## src/rtl/serial_receiver.sv

```systemverilog
// serial_receiver: receiving end of the single-wire serial link.
// It samples one bit per clk and deframes start(0), W = PAD_W+PKT_W data bits
// sent LSB first, an optional parity bit and stop(1). It then holds
// {padding, packet} on receiver_* until the consumer flushes the word.
// Optional feature: define SERIAL_RX_PARITY_EN to expect one even-parity bit
// after the data and to enable the parity_err port.
module serial_receiver #(
  parameter int PKT_W = 42,
  parameter int PAD_W = 4
) (
  input  logic             clk,
  input  logic             rst,
  input  logic             serial_in,
  input  logic             flush,
  output logic             receiver_valid,
  output logic [PAD_W-1:0] receiver_padding,
  output logic [PKT_W-1:0] receiver_packet,
  output logic             frame_err,
  output logic             overrun
`ifdef SERIAL_RX_PARITY_EN
  ,
  output logic             parity_err
`endif
);

  localparam int W     = PAD_W + PKT_W;
  localparam int CNT_W = $clog2(W + 1);

`ifdef SERIAL_RX_PARITY_EN
  typedef enum logic [1:0] {S_IDLE, S_DATA, S_PAR, S_STOP} state_t;
`else
  typedef enum logic [1:0] {S_IDLE, S_DATA, S_STOP} state_t;
`endif

  state_t           r_state;
  state_t           w_state_nxt;
  logic [CNT_W-1:0] r_cnt;
  logic [CNT_W-1:0] w_cnt_nxt;
  logic [W-1:0]     r_shift;
  logic             w_shift_en;
  logic             w_stop_edge;
  logic             w_frame_bad;
  logic             w_par_bad;
  logic             w_good;
  logic             w_accept;
  logic             w_overrun;
`ifdef SERIAL_RX_PARITY_EN
  logic             r_par_bit;
  logic             w_par_en;
`endif

  // State register and data-bit counter.
  // NOTE: sequential state uses non-blocking (<=) so every flop samples pre-edge values.
  always_ff @(posedge clk or negedge rst) begin
    if (!rst) begin
      r_state <= S_IDLE;
      r_cnt   <= '0;
    end else begin
      r_state <= w_state_nxt;
      r_cnt   <= w_cnt_nxt;
    end
  end

  // Next-state logic and the decision taken on the stop-bit edge.
  // NOTE: every always_comb output gets a default first, so no latch can be inferred.
  always_comb begin
    w_state_nxt = r_state;
    w_cnt_nxt   = r_cnt;
    w_shift_en  = 1'b0;
    w_stop_edge = 1'b0;
`ifdef SERIAL_RX_PARITY_EN
    w_par_en    = 1'b0;
`endif
    unique case (r_state)
      S_IDLE: begin
        if (!serial_in) begin
          w_state_nxt = S_DATA;
          w_cnt_nxt   = '0;
        end
      end
      S_DATA: begin
        // Bits are taken blindly by count; there is no mid-frame re-sync.
        w_shift_en = 1'b1;
        if (r_cnt == CNT_W'(W - 1)) begin
          w_cnt_nxt   = '0;
`ifdef SERIAL_RX_PARITY_EN
          w_state_nxt = S_PAR;
`else
          w_state_nxt = S_STOP;
`endif
        end else begin
          w_cnt_nxt = r_cnt + CNT_W'(1);
        end
      end
`ifdef SERIAL_RX_PARITY_EN
      S_PAR: begin
        w_par_en    = 1'b1;
        w_state_nxt = S_STOP;
      end
`endif
      S_STOP: begin
        w_stop_edge = 1'b1;
        w_state_nxt = S_IDLE;
      end
      default: w_state_nxt = S_IDLE;
    endcase

    // The outcome is prioritised as frame error, then parity error, then overrun.
    w_frame_bad = w_stop_edge && !serial_in;
`ifdef SERIAL_RX_PARITY_EN
    w_par_bad   = w_stop_edge && serial_in && ((^r_shift) ^ r_par_bit);
`else
    w_par_bad   = 1'b0;
`endif
    w_good      = w_stop_edge && serial_in && !w_par_bad;
    w_accept    = w_good && (!receiver_valid || flush);
    w_overrun   = w_good && receiver_valid && !flush;
  end

  // Datapath: the shift register, output word, valid flag and error pulses.
  // NOTE: the shift register is reset too; it is a plain register, not a memory.
  always_ff @(posedge clk or negedge rst) begin
    if (!rst) begin
      r_shift          <= '0;
      receiver_valid   <= 1'b0;
      receiver_padding <= '0;
      receiver_packet  <= '0;
      frame_err        <= 1'b0;
      overrun          <= 1'b0;
`ifdef SERIAL_RX_PARITY_EN
      r_par_bit        <= 1'b0;
      parity_err       <= 1'b0;
`endif
    end else begin
      frame_err <= w_frame_bad;
      overrun   <= w_overrun;
`ifdef SERIAL_RX_PARITY_EN
      parity_err <= w_par_bad;
      if (w_par_en) begin
        r_par_bit <= serial_in;
      end
`endif
      // LSB first: after W shifts the first bit received sits at r_shift[0].
      if (w_shift_en) begin
        r_shift <= {serial_in, r_shift[W-1:1]};
      end
      if (w_accept) begin
        receiver_valid   <= 1'b1;
        receiver_padding <= r_shift[W-1:PKT_W];
        receiver_packet  <= r_shift[PKT_W-1:0];
      end else if (flush) begin
        receiver_valid <= 1'b0;
      end
    end
  end

endmodule

```

## config.mk

```make
export PLATFORM = sky130hd
export DESIGN_NAME = serial_receiver
export DESIGN_NICKNAME = d
export VERILOG_FILES = /design/src/rtl/serial_receiver.sv
export SDC_FILE = /design/constraint.sdc
export NUM_CORES = 1
export LEC_CHECK = 0
export ABC_AREA = 1
export CORE_ASPECT_RATIO = 0.7
export CORE_UTILIZATION = 49
export CTS_CLUSTER_SIZE = 30
export DETAILED_ROUTE_END_ITERATION = 8
export GPL_ROUTABILITY_DRIVEN = 0
export PLACE_DENSITY = 0.75
export RECOVER_POWER = 100
export SLEW_MARGIN = 15
export SYNTH_ARGS = -nofsm -noshare
export SYNTH_HDL_FRONTEND = slang
export SYNTH_SLANG_ARGS = --single-unit
```

## constraint.sdc

```tcl
create_clock -name clk -period 1.35 [get_ports clk]
set_clock_uncertainty 0.1 [all_clocks]
set_input_delay 0.405 -clock clk [delete_from_list [all_inputs] [get_ports clk]]
set_output_delay 0.405 -clock clk [all_outputs]
set_load 0.02 [all_outputs]
```

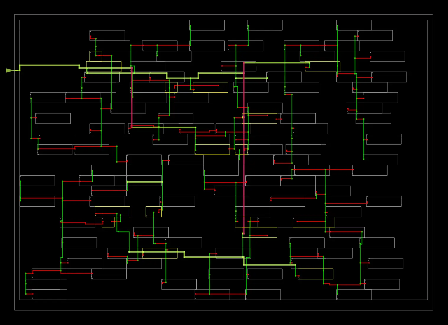
Fig. 1. Clock nets.
Layout clock buffers: 9
clock group total power: 2.70 mW
number of sequential cells: 103
clock latency at the later pin of the worst-skew pair: 350 ps

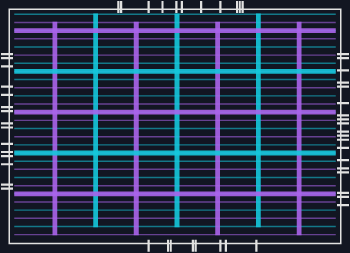
Fig. 2. Floorplan with the power grid.
Drawn at 3 px/micron. Pins as bars on the die edge.
color	net
cyan	VDD
purple	VSS
met5 straps	5
met1 rails	28
met4 straps	7

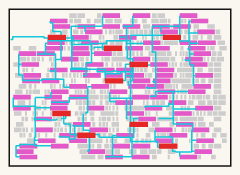
Fig. 3. Clock wires, drivers and flops.
Drawn at 2 px/micron.
[magenta] flip-flops | count: 103
[red] clock-net drivers | count: 9
[cyan] clock wires | length: 1100 microns
routed clock nets	10

==> out/notes.md <==
- 6.27 mW — total internal power
- 50.8% — Core Density at Floorplan
- 4 — number of search-and-repair iterations in the first detailed-routing pass
- sequential cells — Max-area cell class
- done — clock tree from TritonCTS
- 103 — Sinks on Clock Net
- 29 — number of OpenROAD warnings
- -2070 ps — Fin Setup TNS
- 102 x dfrtp_1, 89 x nand2_1, 53 x buf_6, 52 x inv_1 — most frequent cells in the layout
- 176 — Initial DRC Count
- -30 ps — worst reg2reg setup slack
- 8530 sq um — area of the die
- 2580 sq um — storage element area
- 0 — leftover overflow at the end of global routing
- 420 ps — CP max stage delay
- 72.0% — headroom to the max-slew limit
- 7870 sq um — core outline area
- 27 — num rows
- 25.3% — Combinational Power Share
- 33.7% — switch share
- setup timing — failing checks
- 46.2% — sequential fraction of design power
- dfrtp_1 — Slowest cell on crit path
- finished, violations left — result of the run
- 306 — PostCTS Resize Cnt
- primary output — crit path capture type
- clkbuf_16 — master cell of the clock root buffer
- 68 — maximum number of pins on one net before global-route repair
- 15 — Setup Fix Bufs, Post-CTS
- 4760 sq um — area after detailed placement
- 416 — Synth Net Count
- input port to async pin — Worst Hold Class
- 45.1% — fraction of area in registers
- 43.0% — post-synthesis to final-layout area growth
- -69.2 ps — min setup slack post-route
- 34.7% — fraction of layout instances using a drive strength above 1
- 4000 sq um — summed standard-cell area reported by yosys
- 0 — pins over their slew limit
- 0 — antenna violations before repair
- 705 MHz — Highest Clock Rate
- 77.6 microns — die height
- 5.03 — via density per instance
- 52 — buffers added on ports
- 46 — flip-flop count of the largest register, all copies and words added
- 103 — Yosys reg bits
- registers — biggest power consumer among the groups
- 1 — Worst Path Buf+Inv
- 1 — quantity of hold-fixing buffers added after cts
- 2 — CTS max path bufs
- r_state[0] — start of the worst register-to-register path
- 421 ps — actual slew at the worst max-slew pin
- 231 — multi-input combinational cell count
- 0 — remaining antenna violation count
- 569 — number of instances in the placed design
- receiver_padding[3] — capture point of the critical path
- 110 microns — horizontal die dimension
- 2.90 nW — leakage power total
- 2.39 mW — combinational-cell power consumption
- 72.7% — post-layout util
- 66 — Final setup viols
- 1420 ps — shortest period the worst path allows
- 64.4% — portion of the post-synthesis area used by sequential elements
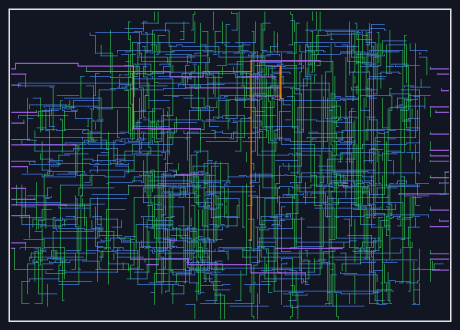
Fig. 4. Signal wires by layer.
Drawn at 4 px/micron.
color	layer	wire length
orange	M4	68.7 microns
purple	M3	398 microns
blue	M1	3950 microns
green	M2	4700 microns

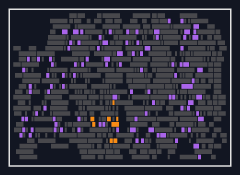
Fig. 5. Logic cells by family.
Drawn at 2 px/micron.
color	family	cells	where
purple	aoi and oai cells	97	all over the die
orange	nor cells	8	bottom center

-- cell usage after synthesis --
| cell | number | area share (%) |
|---|---|---|
| a21oi_1 | 1 | 0.12 |
| buf_2 | 5 | 0.63 |
| buf_4 | 3 | 0.56 |
| buf_6 | 9 | 2.5 |
| clkbuf_1 | 4 | 0.38 |
| clkbuf_2 | 1 | 0.12 |
| dfrtp_1 | 103 | 64 |
| ha_1 | 2 | 0.63 |
| inv_1 | 52 | 4.9 |
| inv_2 | 2 | 0.19 |
| nand2_1 | 113 | 11 |
| nand3_1 | 5 | 0.63 |
| nand4_1 | 4 | 0.63 |
| nand4_2 | 1 | 0.31 |
| nor2_1 | 4 | 0.38 |
| nor2_4 | 1 | 0.28 |
| nor3_1 | 2 | 0.25 |
| nor4_1 | 1 | 0.16 |
| o21ai_0 | 62 | 7.8 |
| o21ai_1 | 33 | 4.1 |
| o21bai_1 | 1 | 0.19 |
| xor2_1 | 1 | 0.22 |
-- layer usage --
layer / GRT usage, % / share of wire [%] / vias to the layer above
met5: 0 / 0 / -
met4: 4.67 / 0.75 / 0
met3: 6.30 / 4.4 / 8
met2: 32.6 / 52 / 69
met1: 29.5 / 43 / 1537
li1: - / - / 1513
-- cells by family (layout without fill, tap and decap cells) --
kind of cell | Yosys count | in the layout | share of synthesized area [%]
DFF | 103 | 103 | 64.4
xor gates and xnor gates | 1 | 1 | 0.219
buffers and inverters | 76 | 187 | 9.29
and+or+nand+nor | 131 | 131 | 13.2
AOI/OAI and AO/OA | 97 | 97 | 12.2
adders and majority gates | 2 | 2 | 0.625
-- worst register-to-register path, stage by stage, from the launching register on --
cell       delay [ps]
dfrtp_1           390
inv_2             100
nand4_4           200
buf_12            210
clkbuf_16         160
nand2_4            50
o21ai_1            60
No activity file was given, so power comes from the tool's default toggle rates.
